--- src/rtl/vit_encoder_sequencer_if.sv ---
// Stage-side bus of the ViT encoder sequencer: start/done handshake plus stage/layer position.
interface vit_encoder_sequencer_if #(
  parameter int NUM_STAGES = 6,
  parameter int NUM_LAYERS = 12,
  parameter int LAYER_W    = $clog2(NUM_LAYERS + 1),
  parameter int STAGE_W    = (NUM_STAGES > 1) ? $clog2(NUM_STAGES) : 1
);
  logic [NUM_STAGES-1:0] stage_start;
  logic [NUM_STAGES-1:0] stage_done;
  logic [STAGE_W-1:0]    stage_idx;
  logic [LAYER_W-1:0]    layer_idx;
  logic                  layer_last;
  logic                  buf_sel;

  modport master (
    output stage_start, stage_idx, layer_idx, layer_last, buf_sel,
    input  stage_done
  );

  modport slave (
    input  stage_start, stage_idx, layer_idx, layer_last, buf_sel,
    output stage_done
  );
endinterface

--- src/rtl/vit_encoder_sequencer.sv ---
// Multi-layer stage sequencer for the ViT encoder: masked stage chain, layer loop, ping-pong select, abort.
// Optional watchdog with ERR state enabled by defining VIT_SEQ_TIMEOUT_EN.
module vit_encoder_sequencer #(
  parameter int NUM_STAGES  = 6,
  parameter int NUM_LAYERS  = 12,
  parameter int LAYER_W     = $clog2(NUM_LAYERS + 1),
  parameter int STAGE_W     = (NUM_STAGES > 1) ? $clog2(NUM_STAGES) : 1,
  parameter int TIMEOUT_CYC = 65535
) (
  input  logic                  clk,
  input  logic                  rst,
  input  logic                  start,
  input  logic                  abort,
  input  logic [LAYER_W-1:0]    cfg_layers,
  input  logic [NUM_STAGES-1:0] stage_en,
  vit_encoder_sequencer_if.master stg,
  output logic                  busy,
  output logic                  done,
  output logic                  aborted,
  output logic                  error
);

  typedef enum logic [2:0] {
    S_IDLE,
    S_ISSUE,
    S_WAIT,
`ifdef VIT_SEQ_TIMEOUT_EN
    S_ERR,
`endif
    S_DONE
  } state_t;

  state_t                state_reg, state_next;
  logic [NUM_STAGES-1:0] en_reg, en_next;
  logic [LAYER_W-1:0]    layers_reg, layers_next;
  logic [STAGE_W-1:0]    stage_idx_reg, stage_idx_next;
  logic [LAYER_W-1:0]    layer_idx_reg, layer_idx_next;
  logic                  buf_sel_reg, buf_sel_next;

`ifdef VIT_SEQ_TIMEOUT_EN
  localparam int WD_W = $clog2(TIMEOUT_CYC + 1);
  logic [WD_W-1:0] wd_cnt_reg, wd_cnt_next;
  logic            error_reg, error_next;
`endif

  logic [NUM_STAGES-1:0] stage_onehot;
  logic [NUM_STAGES-1:0] above_mask;
  logic                  done_sel;
  logic                  layer_last_int;
  logic                  launch;

  function automatic logic [STAGE_W-1:0] lowest_set(input logic [NUM_STAGES-1:0] v);
    lowest_set = '0;
    for (int i = NUM_STAGES - 1; i >= 0; i--) begin
      if (v[i]) lowest_set = STAGE_W'(i);
    end
  endfunction

  function automatic logic [LAYER_W-1:0] clamp_layers(input logic [LAYER_W-1:0] n);
    if (n == '0) return LAYER_W'(1);
    if (n > LAYER_W'(NUM_LAYERS)) return LAYER_W'(NUM_LAYERS);
    return n;
  endfunction

  // above_mask holds the enabled stages strictly after the active one
  for (genvar gi = 0; gi < NUM_STAGES; gi++) begin : g_stage
    assign stage_onehot[gi] = (stage_idx_reg == STAGE_W'(gi));
    assign above_mask[gi]   = en_reg[gi] && (STAGE_W'(gi) > stage_idx_reg);
  end

  assign done_sel       = |(stg.stage_done & stage_onehot);
  assign layer_last_int = (layers_reg != '0) && (layer_idx_reg == layers_reg - LAYER_W'(1));

  always_comb begin
    state_next     = state_reg;
    en_next        = en_reg;
    layers_next    = layers_reg;
    stage_idx_next = stage_idx_reg;
    layer_idx_next = layer_idx_reg;
    buf_sel_next   = buf_sel_reg;
    launch         = 1'b0;
`ifdef VIT_SEQ_TIMEOUT_EN
    wd_cnt_next    = wd_cnt_reg;
    error_next     = error_reg;
`endif
    if (abort && (state_reg != S_IDLE)) begin
      state_next = S_IDLE;
`ifdef VIT_SEQ_TIMEOUT_EN
      error_next = 1'b0;
`endif
    end else begin
      case (state_reg)
        S_IDLE:  launch = start;
        S_ISSUE: begin
          state_next = S_WAIT;
`ifdef VIT_SEQ_TIMEOUT_EN
          wd_cnt_next = '0;
`endif
        end
        S_WAIT: begin
          if (done_sel) begin
            if (|above_mask) begin
              stage_idx_next = lowest_set(above_mask);
              state_next     = S_ISSUE;
            end else if (layer_last_int) begin
              state_next = S_DONE;
            end else begin
              layer_idx_next = layer_idx_reg + LAYER_W'(1);
              buf_sel_next   = ~buf_sel_reg;
              stage_idx_next = lowest_set(en_reg);
              state_next     = S_ISSUE;
            end
          end
`ifdef VIT_SEQ_TIMEOUT_EN
          else if (wd_cnt_reg == WD_W'(TIMEOUT_CYC - 1)) begin
            state_next = S_ERR;
            error_next = 1'b1;
          end else begin
            wd_cnt_next = wd_cnt_reg + WD_W'(1);
          end
`endif
        end
        S_DONE:  state_next = S_IDLE;
`ifdef VIT_SEQ_TIMEOUT_EN
        S_ERR: begin
          if (start) begin
            launch     = 1'b1;
            error_next = 1'b0;
          end
        end
`endif
        default: state_next = S_IDLE;
      endcase
    end

    // A launch latches a fresh configuration; an empty mask completes without issuing anything
    if (launch) begin
      en_next        = stage_en;
      layers_next    = clamp_layers(cfg_layers);
      layer_idx_next = '0;
      buf_sel_next   = 1'b0;
      stage_idx_next = lowest_set(stage_en);
      state_next     = (stage_en == '0) ? S_DONE : S_ISSUE;
    end
  end

  always_ff @(posedge clk or posedge rst) begin
    if (rst) begin
      state_reg     <= S_IDLE;
      en_reg        <= '0;
      layers_reg    <= '0;
      stage_idx_reg <= '0;
      layer_idx_reg <= '0;
      buf_sel_reg   <= 1'b0;
`ifdef VIT_SEQ_TIMEOUT_EN
      wd_cnt_reg    <= '0;
      error_reg     <= 1'b0;
`endif
    end else begin
      state_reg     <= state_next;
      en_reg        <= en_next;
      layers_reg    <= layers_next;
      stage_idx_reg <= stage_idx_next;
      layer_idx_reg <= layer_idx_next;
      buf_sel_reg   <= buf_sel_next;
`ifdef VIT_SEQ_TIMEOUT_EN
      wd_cnt_reg    <= wd_cnt_next;
      error_reg     <= error_next;
`endif
    end
  end

  // abort suppresses the issue pulse and the done pulse in its own cycle
  assign stg.stage_start = (state_reg == S_ISSUE && !abort) ? stage_onehot : '0;
  assign stg.stage_idx   = stage_idx_reg;
  assign stg.layer_idx   = layer_idx_reg;
  assign stg.layer_last  = layer_last_int;
  assign stg.buf_sel     = buf_sel_reg;
  assign busy            = (state_reg != S_IDLE);
  assign done            = (state_reg == S_DONE) && !abort;
  assign aborted         = abort && busy;
`ifdef VIT_SEQ_TIMEOUT_EN
  assign error           = error_reg;
`else
  assign error           = 1'b0;
`endif

endmodule

--- src/flat_wrapper.sv ---
// flat-port wrapper written by rule: the top's interface ports become plain ports
module vit_encoder_sequencer_flat 
#(
  parameter int NUM_STAGES  = 6,
  parameter int NUM_LAYERS  = 12,
  parameter int LAYER_W     = $clog2(NUM_LAYERS + 1),
  parameter int STAGE_W     = (NUM_STAGES > 1) ? $clog2(NUM_STAGES) : 1,
  parameter int TIMEOUT_CYC = 65535
)
  (clk, rst, start, abort, cfg_layers, stage_en, busy, done, aborted, error, stg_stage_start, stg_stage_idx, stg_layer_idx, stg_layer_last, stg_buf_sel, stg_stage_done);
  vit_encoder_sequencer_if #(.NUM_STAGES(NUM_STAGES), .NUM_LAYERS(NUM_LAYERS), .LAYER_W(LAYER_W), .STAGE_W(STAGE_W)) stg_i ();
  input  logic clk;
  input  logic rst;
  input  logic start;
  input  logic abort;
  input  logic [LAYER_W-1:0] cfg_layers;
  input  logic [NUM_STAGES-1:0] stage_en;
  output logic busy;
  output logic done;
  output logic aborted;
  output logic error;
  output wire logic [$bits(stg_i.stage_start)-1:0] stg_stage_start;
  output wire logic [$bits(stg_i.stage_idx)-1:0] stg_stage_idx;
  output wire logic [$bits(stg_i.layer_idx)-1:0] stg_layer_idx;
  output wire logic [$bits(stg_i.layer_last)-1:0] stg_layer_last;
  output wire logic [$bits(stg_i.buf_sel)-1:0] stg_buf_sel;
  input wire logic [$bits(stg_i.stage_done)-1:0] stg_stage_done;
  assign stg_stage_start = stg_i.stage_start;
  assign stg_stage_idx = stg_i.stage_idx;
  assign stg_layer_idx = stg_i.layer_idx;
  assign stg_layer_last = stg_i.layer_last;
  assign stg_buf_sel = stg_i.buf_sel;
  assign stg_i.stage_done = stg_stage_done;
  vit_encoder_sequencer #(.NUM_STAGES(NUM_STAGES), .NUM_LAYERS(NUM_LAYERS), .LAYER_W(LAYER_W), .STAGE_W(STAGE_W), .TIMEOUT_CYC(TIMEOUT_CYC)) u_core (.clk(clk), .rst(rst), .start(start), .abort(abort), .cfg_layers(cfg_layers), .stage_en(stage_en), .stg(stg_i), .busy(busy), .done(done), .aborted(aborted), .error(error));
endmodule
--- config.mk ---
export PLATFORM = sky130hd
export DESIGN_NAME = vit_encoder_sequencer_flat
export DESIGN_NICKNAME = d
export VERILOG_FILES = /design/src/rtl/vit_encoder_sequencer_if.sv /design/src/rtl/vit_encoder_sequencer.sv /design/src/flat_wrapper.sv
export SDC_FILE = /design/constraint.sdc
export NUM_CORES = 1
export LEC_CHECK = 0
export ABC_AREA = 1
export CORE_MARGIN = 4
export CORE_UTILIZATION = 49
export CTS_BUF_LIST = sky130_fd_sc_hd__clkbuf_16
export CTS_CLUSTER_SIZE = 10
export DETAILED_ROUTE_END_ITERATION = 10
export HOLD_SLACK_MARGIN = 0.05
export PLACE_DENSITY = 0.81
export REMOVE_ABC_BUFFERS = 1
export SYNTH_ARGS = -nofsm -noshare
export SYNTH_HDL_FRONTEND = slang
export SYNTH_SLANG_ARGS = --single-unit
--- constraint.sdc ---
create_clock -name clk -period 2 [get_ports clk]
set_input_delay 0.4 -clock clk [delete_from_list [all_inputs] [get_ports clk]]
set_output_delay 0.4 -clock clk [all_outputs]
set_load 0.05 [all_outputs]
Figure 1. Sizing map (run 1).
The bar under the picture is 20 um long.
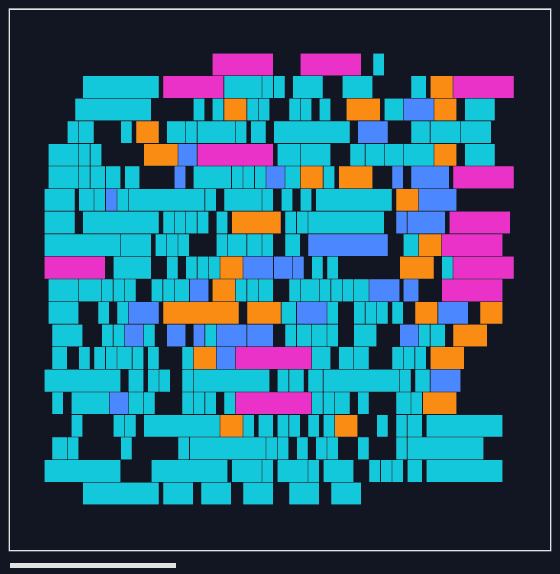
size	color	cells	share	most used
_3 and _4 cells	orange	25	8.9%	buf_4
_2 cells	blue	30	11%	nand3_2
_0 and _1 cells	cyan	214	76%	nand2_1
_6 and larger	magenta	13	4.6%	buf_12
growth of design area from synthesis to finish: 44.58%
Final Instance Area: 2305 um^2
final worst slack: -0.02781 ns
non-clock buffer total of the final layout: 49

Figure 2. Wiring by layer (run 1).
The bar under the picture is 20 um long.
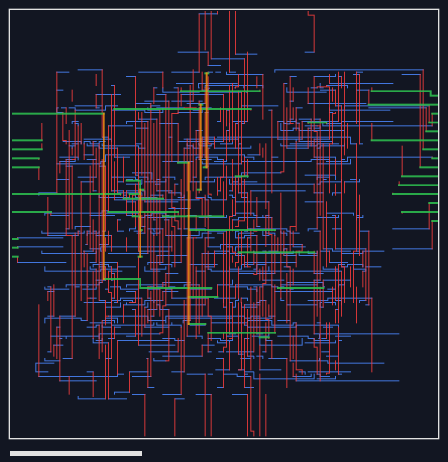
layer	color	wire length
metal 3	green	261 um
metal 4	orange	87.0 um
metal 1	blue	1660 um
metal 2	red	2180 um
all-layer global routing usage: 20.87%
count of vias placed by the detailed router: 1677
drt total wl: 4192 um
final routed wire length divided by cell count: 12.86 um

Figure 3. Port wiring (run 1).
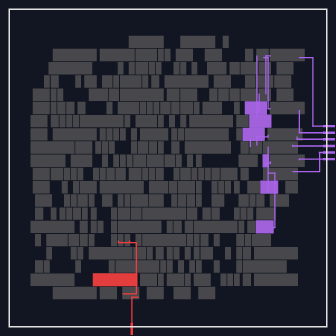
port	color	direction	edge	end cells	buffers	wire
`stg_stage_start`	purple	output	right	6	9	125 um
`stg_buf_sel`	red	output	bottom	1	1	24.6 um

==> metrics.cfg, run 1 <==
[status]
status=complete, but fails checks
failed_checks=setup timing

[critical_path]
critical_path.max_stage_delay_ns=0.38
reg2reg_start=u_core.state_reg[0]
cpMaxStageDelayCell=sky130_fd_sc_hd__dfrtp_1
cp_common_cell=sky130_fd_sc_hd__nand2_1
endpoint=stg_layer_last
path_buffers=3
worst-path-stages=8
length_in_cells_of_the_worst_reg_to_reg_path=8
path_cells=inv_2 -> ha_1 -> inv_1 -> nand2_1 -> nand2_1 -> nand3_2 -> nor2_4 -> buf_12
worstSetupEndpointType=output pin
crit_path_max_fanout=5
startpoint_type=register
critical_path.startpoint=u_core.layers_reg[0]
r2r_setup_slack_ns=0.19
critPathTopFamily=simple AND/OR/NAND/NOR gates
reg2reg_to=u_core.stg.stage_idx[1]
critical_path_arrival_ns=1.63
timing_worst_setup_path_type=reg2out
cp.required_ns=1.60

[cells_and_area]
utilization_pct=74.88
filler_cell_count=239
final_layout_top_logic_cell=sky130_fd_sc_hd__nand2_1
multiInputGateArea_um2=987.2
multi_input_gates=175
layout.clock.cell_area_share_pct=3.420
seq_area_um2=501.7
register_share_of_the_cell_area_pct=21.77
largest_register_ff_count=6
bufAreaShareNonClock_pct=24.00
ffs_latches=20
comb-cell-share_pct=42.83
num_antenna_cells=0
post_route_cells_drive_above_1_share_pct=24.11
design.final.nets=310
n_all_inverters=34
layout.cells.most_common_list=sky130_fd_sc_hd__nand2_1, sky130_fd_sc_hd__inv_1, sky130_fd_sc_hd__clkdlybuf4s50_1
top_area_cell_class=multi-input combinational cells
final.clkbuf_count=3
stdcell_count=326

[global_routing]
grt_first_pass_wirelength_um=7010
grt.met1_usage_pct=26.08
grt_antenna_before_repair=0
largest_net_degree_at_the_start_of_global_routing=21
total_congestion_overflow_after_global_routing=0
groute.layer.met2.usage_pct=36.65
first_global_vias=1593
globalRoute.busiestLayer=met2
grt_use_met3_pct=2.946

[timing]
setup_viol=1
min_period_over_period_pct=101.4
max_freq_mhz=493.1
layout_min_cycle_time_ns=2.028
timing.max_slew.rel_slack_pct=66.47
maxSlewViolCount=0
report.final.hold_viol_count=0
fin_setup_tns_ns=-0.02781
grt_setup_unrepaired=true
fin_worst_hold_slack_ns=0.4855
final.setup.worst_slack_ns=-0.02781
tightest_slew_ns=0.5014
final.setup_skew_ns=0.002603

[cts]
post-cts-setup-buffer-count=1
cts.path.max_buffers=2
cts_htree_levels=1
cts-hold-fix-buffers=0
cts_tree=built
tritoncts_num_sinks=20
worstSkewPairLatency_ns=0.25
cts_resized=6
clk_transition_reported_paths_ns=0.05
tritoncts.num_buffers=3
cts-root-buf=sky130_fd_sc_hd__clkbuf_16

[power]
cellPowerDensity_nw_per_um2=1611
report.power.total_mw=3.714
worst_case_vdd_ir_drop_uv=986.1
p_leak_nw=1.122

[logic_synthesis]
yosys_cells=235
asyncSetResetFlopFracSynth_pct=100.0
yosys_cell_types=28
postSynthCellCount=235
postSynthSeqShare_pct=31.40
synth-area-yosys_um2=1594
enable_flop_cells=0
most_instantiated_flip_flop_cell_in_the_synthesis_netlist=sky130_fd_sc_hd__dfrtp_1
post_synth.cell_area_avg_um2=6.783
ys.flops=20
synth_warn=0
netlist_area_before_placement_um2=1594

[die]
fp-utilization_pct=51.79
design.portCount=39
chip_area_um2=4230
die.size.x_um=65.04
floorplan_die_height_um=65.04
num_rows=20
floorplan.core_area_um2=3078
tapCellCount=44

[placed_design]
finalWeightedCongestion=0.8523
io_buffers=37
place_area_um2=2148
placed_cells=320
dp.final_hpwl_um=3025
detailedPlace.worstSlack_ns=-0.02008

[job]
max_cap_viol_count=0
log.warning_count=31

[routing]
met2WireLength_um=2181
remaining_drc_errors=0
detail_route.first_pass.iterations=4
post_route_ant_nets=0
via_per_inst=5.144
topRoutingLayerUsed=met4
initialDrtViolationCount=133
total_met3_wirelength_after_detailed_routing_um=261
drt-met1-wl_um=1661

[min_path]
hp-class=in2async

run 1: cells by family (layout without fill, tap and decap cells):
logic type | Yosys count | count (layout) | synth area share [%]
buffers and inverters | 40 | 87 | 10.52
other | 1 | 1 | 0.2353
AND/OR/NAND/NOR | 138 | 138 | 41.84
AND-OR/OR-AND | 29 | 29 | 10.52
adder cells (fa/ha/maj) | 7 | 7 | 5.494
flip-flops | 20 | 20 | 31.40
run 1: worst min-delay path: cells and delay by family:
kind                   cells  cell delay, ns
buffers and inverters      3            0.72
run 1: cell usage after synthesis, types with 3 or more instances:
cell type | number | area [um^2]
sky130_fd_sc_hd__nand2_1 | 77 | 289.0
sky130_fd_sc_hd__inv_1 | 30 | 112.6
sky130_fd_sc_hd__dfrtp_1 | 20 | 500.5
sky130_fd_sc_hd__nor2_1 | 18 | 67.56
sky130_fd_sc_hd__o21ai_0 | 12 | 60.06
sky130_fd_sc_hd__a21oi_1 | 10 | 50.05
sky130_fd_sc_hd__nand3_1 | 8 | 40.04
sky130_fd_sc_hd__nand4_1 | 8 | 50.05
sky130_fd_sc_hd__ha_1 | 7 | 87.58
sky130_fd_sc_hd__nand3_2 | 6 | 60.06
sky130_fd_sc_hd__nor3_1 | 5 | 25.02
sky130_fd_sc_hd__buf_2 | 4 | 20.02
sky130_fd_sc_hd__nand2_4 | 4 | 45.04
sky130_fd_sc_hd__inv_2 | 3 | 11.26
sky130_fd_sc_hd__nor2_4 | 3 | 33.78
sky130_fd_sc_hd__nor4_1 | 3 | 18.77
run 1: power by group:
group | internal [mW] | switching, mW | leakage, nW | total (mW)
sequential | 0.588 | 0.244 | 0.250 | 0.832
clock | 0.266 | 0.145 | 0.0385 | 0.411
combinational | 0.928 | 1.54 | 0.834 | 2.47
==> run 2: changes to the inputs <==
--- a/config.mk
+++ b/config.mk
@@ -9,7 +9,7 @@
 export CORE_MARGIN = 4
 export CORE_UTILIZATION = 49
 export CTS_BUF_LIST = sky130_fd_sc_hd__clkbuf_16
-export CTS_CLUSTER_SIZE = 10
+export CTS_CLUSTER_SIZE = 25
 export DETAILED_ROUTE_END_ITERATION = 10
 export HOLD_SLACK_MARGIN = 0.05
 export PLACE_DENSITY = 0.81
Figure 4. Register map, names as in the netlist (run 2).
The bar under the picture is 20 um long. Other sequential cells in the stronger gray, the rest of the logic in the fainter gray.
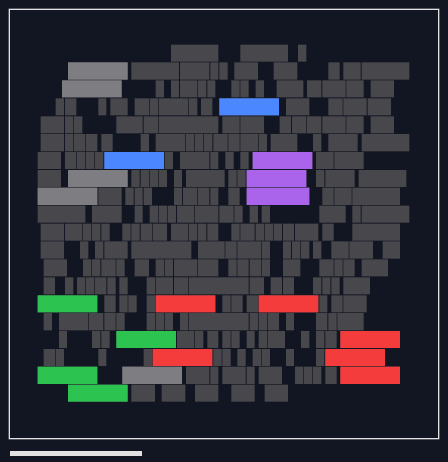
name in the netlist	color	flops
`u_core.stg.layer_idx`	green	4
`u_core.state_reg`	blue	2
`u_core.stg.stage_idx`	purple	3
`u_core.en_reg`	red	6

Figure 5. Wiring by layer (run 2).
The bar under the picture is 20 um long.
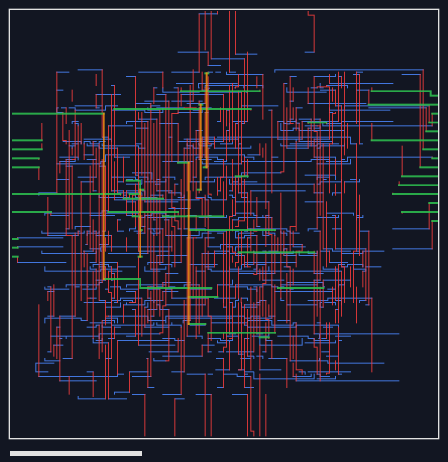
layer	color	wire length
metal 3	green	261 um
metal 2	red	2180 um
metal 4	orange	87.0 um
metal 1	blue	1660 um

Figure 6. Port wiring (run 2).
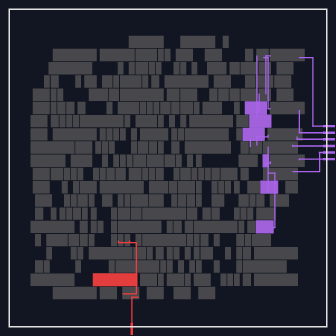
number of top-level design ports: 39
number of buffers inserted by port buffering: 37

==> metrics.cfg, run 2 <==
[timing]
timing.max_slew.rel_slack_pct=66.47
fin_setup_tns_ns=-0.02781
final.setup.worst_slack_ns=-0.02781
tightest_slew_ns=0.5014
grt_setup_unrepaired=true
max_freq_mhz=493.1
final.setup_skew_ns=0.002603
report.final.hold_viol_count=0
layout_min_cycle_time_ns=2.028
maxSlewViolCount=0
fin_worst_hold_slack_ns=0.4855
setup_viol=1
min_period_over_period_pct=101.4

[global_routing]
grt_antenna_before_repair=0
first_global_vias=1593
total_congestion_overflow_after_global_routing=0
largest_net_degree_at_the_start_of_global_routing=21
grt_util_all_layers_pct=20.87
grt_first_pass_wirelength_um=7010

[logic_synthesis]
yosys_cells=235
postSynthCellCount=235
netlist_area_before_placement_um2=1594
enable_flop_cells=0
yosysTopAreaCellShare_pct=31.40
ys.flops=20
ys_top_cells_by_area=sky130_fd_sc_hd__dfrtp_1, sky130_fd_sc_hd__nand2_1, sky130_fd_sc_hd__inv_1, sky130_fd_sc_hd__ha_1, sky130_fd_sc_hd__nor2_1
synth_area_leader_cell=sky130_fd_sc_hd__dfrtp_1
synth-area-yosys_um2=1594
post_synth.cell_area_avg_um2=6.783
postSynthSeqShare_pct=31.40
synth_top_cell_by_count=sky130_fd_sc_hd__nand2_1
most_instantiated_flip_flop_cell_in_the_synthesis_netlist=sky130_fd_sc_hd__dfrtp_1
yosys_cell_types=28
common_cells=sky130_fd_sc_hd__nand2_1, sky130_fd_sc_hd__inv_1, sky130_fd_sc_hd__dfrtp_1, sky130_fd_sc_hd__nor2_1, sky130_fd_sc_hd__o21ai_0
synth_warn=0
asyncSetResetFlopFracSynth_pct=100.0

[cells_and_area]
layout.cells.most_common_list=sky130_fd_sc_hd__nand2_1, sky130_fd_sc_hd__inv_1, sky130_fd_sc_hd__clkdlybuf4s50_1
layout.clock.cell_area_share_pct=3.420
register_share_of_the_cell_area_pct=21.77
filler_cell_count=239
seq_area_um2=501.7
stdcell_count=326
num-nonclk-buffers=49
final.clkbuf_count=3
areaGrowthSynthToFinish_pct=44.58
n_all_inverters=34
comb-cell-share_pct=42.83
num_antenna_cells=0
stdcell_area_um2=2305
multiInputGateArea_um2=987.2
final_layout_top_logic_cell=sky130_fd_sc_hd__nand2_1
multi_input_gates=175
design.final.nets=310
top_area_cell_class=multi-input combinational cells
bufAreaShareNonClock_pct=24.00
utilization_pct=74.88
ffs_latches=20
post_route_cells_drive_above_1_share_pct=24.11
largest_register_ff_count=6

[placed_design]
dp.final_hpwl_um=3025
placed_cells=320
place_area_um2=2148
finalWeightedCongestion=0.8523
detailedPlace.worstSlack_ns=-0.02008

[cts]
tritoncts.num_buffers=3
cts-hold-fix-buffers=0
tritoncts_num_sinks=20
cts_htree_levels=1
cts.path.max_buffers=2
clk_transition_reported_paths_ns=0.05
cts-root-buf=sky130_fd_sc_hd__clkbuf_16
cts_tree=built
worstSkewPairLatency_ns=0.25

[power]
pg_seq_mw=0.832
comb_power_mw=2.47
power_share_of_the_combinational_group_pct=66.5
report.power.total_mw=3.714
cellPowerDensity_nw_per_um2=1611
intPower_mw=1.782
p_leak_nw=1.122
p_clk_mw=0.411
switching_power_mw=1.932
seq_power_share_pct=22.4
worst_case_vdd_ir_drop_uv=986.1
share_clk_of_total_power_pct=11.1
power.group.top=combinational logic
sw_frac_of_total_pct=52.03

[min_path]
hp-class=in2async

[die]
fp-utilization_pct=51.79
tapCellCount=44
floorplan_die_height_um=65.04
die.size.x_um=65.04
floorplan.core_area_um2=3078
chip_area_um2=4230
num_rows=20

[critical_path]
startpoint_type=register
cp.required_ns=1.60
critical_path_arrival_ns=1.63
crit_path_max_fanout=5
timing_worst_setup_path_type=reg2out
worstSetupEndpointType=output pin

[status]
status=complete, but fails checks
failed_checks=setup timing

[routing]
initialDrtViolationCount=133
via_per_inst=5.144
detailroute.via_count=1677
post_route_ant_nets=0
detail_route.first_pass.iterations=4
finalWirelength_um=4192
detail_route.wl_per_cell_um=12.86
remaining_drc_errors=0

[job]
max_cap_viol_count=0
log.warning_count=31

-- run 2: final timing paths --
check                                      from                      end  slack [ns]  cells after the start
min in group clk             u_core.stg.buf_sel       u_core.stg.buf_sel        0.53                      2
min                                         rst       u_core.stg.buf_sel        0.49                      3
max in group asynchronous                   rst  u_core.stg.stage_idx[2]        1.28                      3
max reg2reg                 u_core.state_reg[0]  u_core.stg.stage_idx[1]        0.19                      8
min reg2reg                  u_core.stg.buf_sel       u_core.stg.buf_sel        0.53                      2
max                        u_core.layers_reg[0]           stg_layer_last       -0.03                      8
-- run 2: routing by layer --
metal	up-vias	GRT usage [%]	share of wire (%)
met5	-	0	0
met4	0	6.995	2.1
met3	11	2.946	6.2
met2	66	36.65	52
met1	762	26.08	40
li1	838	-	-
-- run 2: critical path: stages (launching register included) --
cell,delay (ns)
sky130_fd_sc_hd__dfrtp_1,0.38
sky130_fd_sc_hd__inv_2,0.11
sky130_fd_sc_hd__ha_1,0.26
sky130_fd_sc_hd__inv_1,0.06
sky130_fd_sc_hd__nand2_1,0.04
sky130_fd_sc_hd__nand2_1,0.07
sky130_fd_sc_hd__nand3_2,0.12
sky130_fd_sc_hd__nor2_4,0.18
sky130_fd_sc_hd__buf_12,0.15
-- run 2: timing repair --
action / CTS / global route
resized: 6 / 11
pin swaps: 1 / 5
buffers inserted: 1 / 1
setup endpoints to repair: 3 / 9
-- run 2: logic make-up after synthesis --
family	after synthesis	synth area share, %
other	1	0.2353
buffers and inverters	40	10.52
adder cells (fa/ha/maj)	7	5.494
flip-flops	20	31.40
AND-OR/OR-AND	29	10.52
AND/OR/NAND/NOR	138	41.84
Power figures rest on the tool's default switching activity, not on a simulated workload.
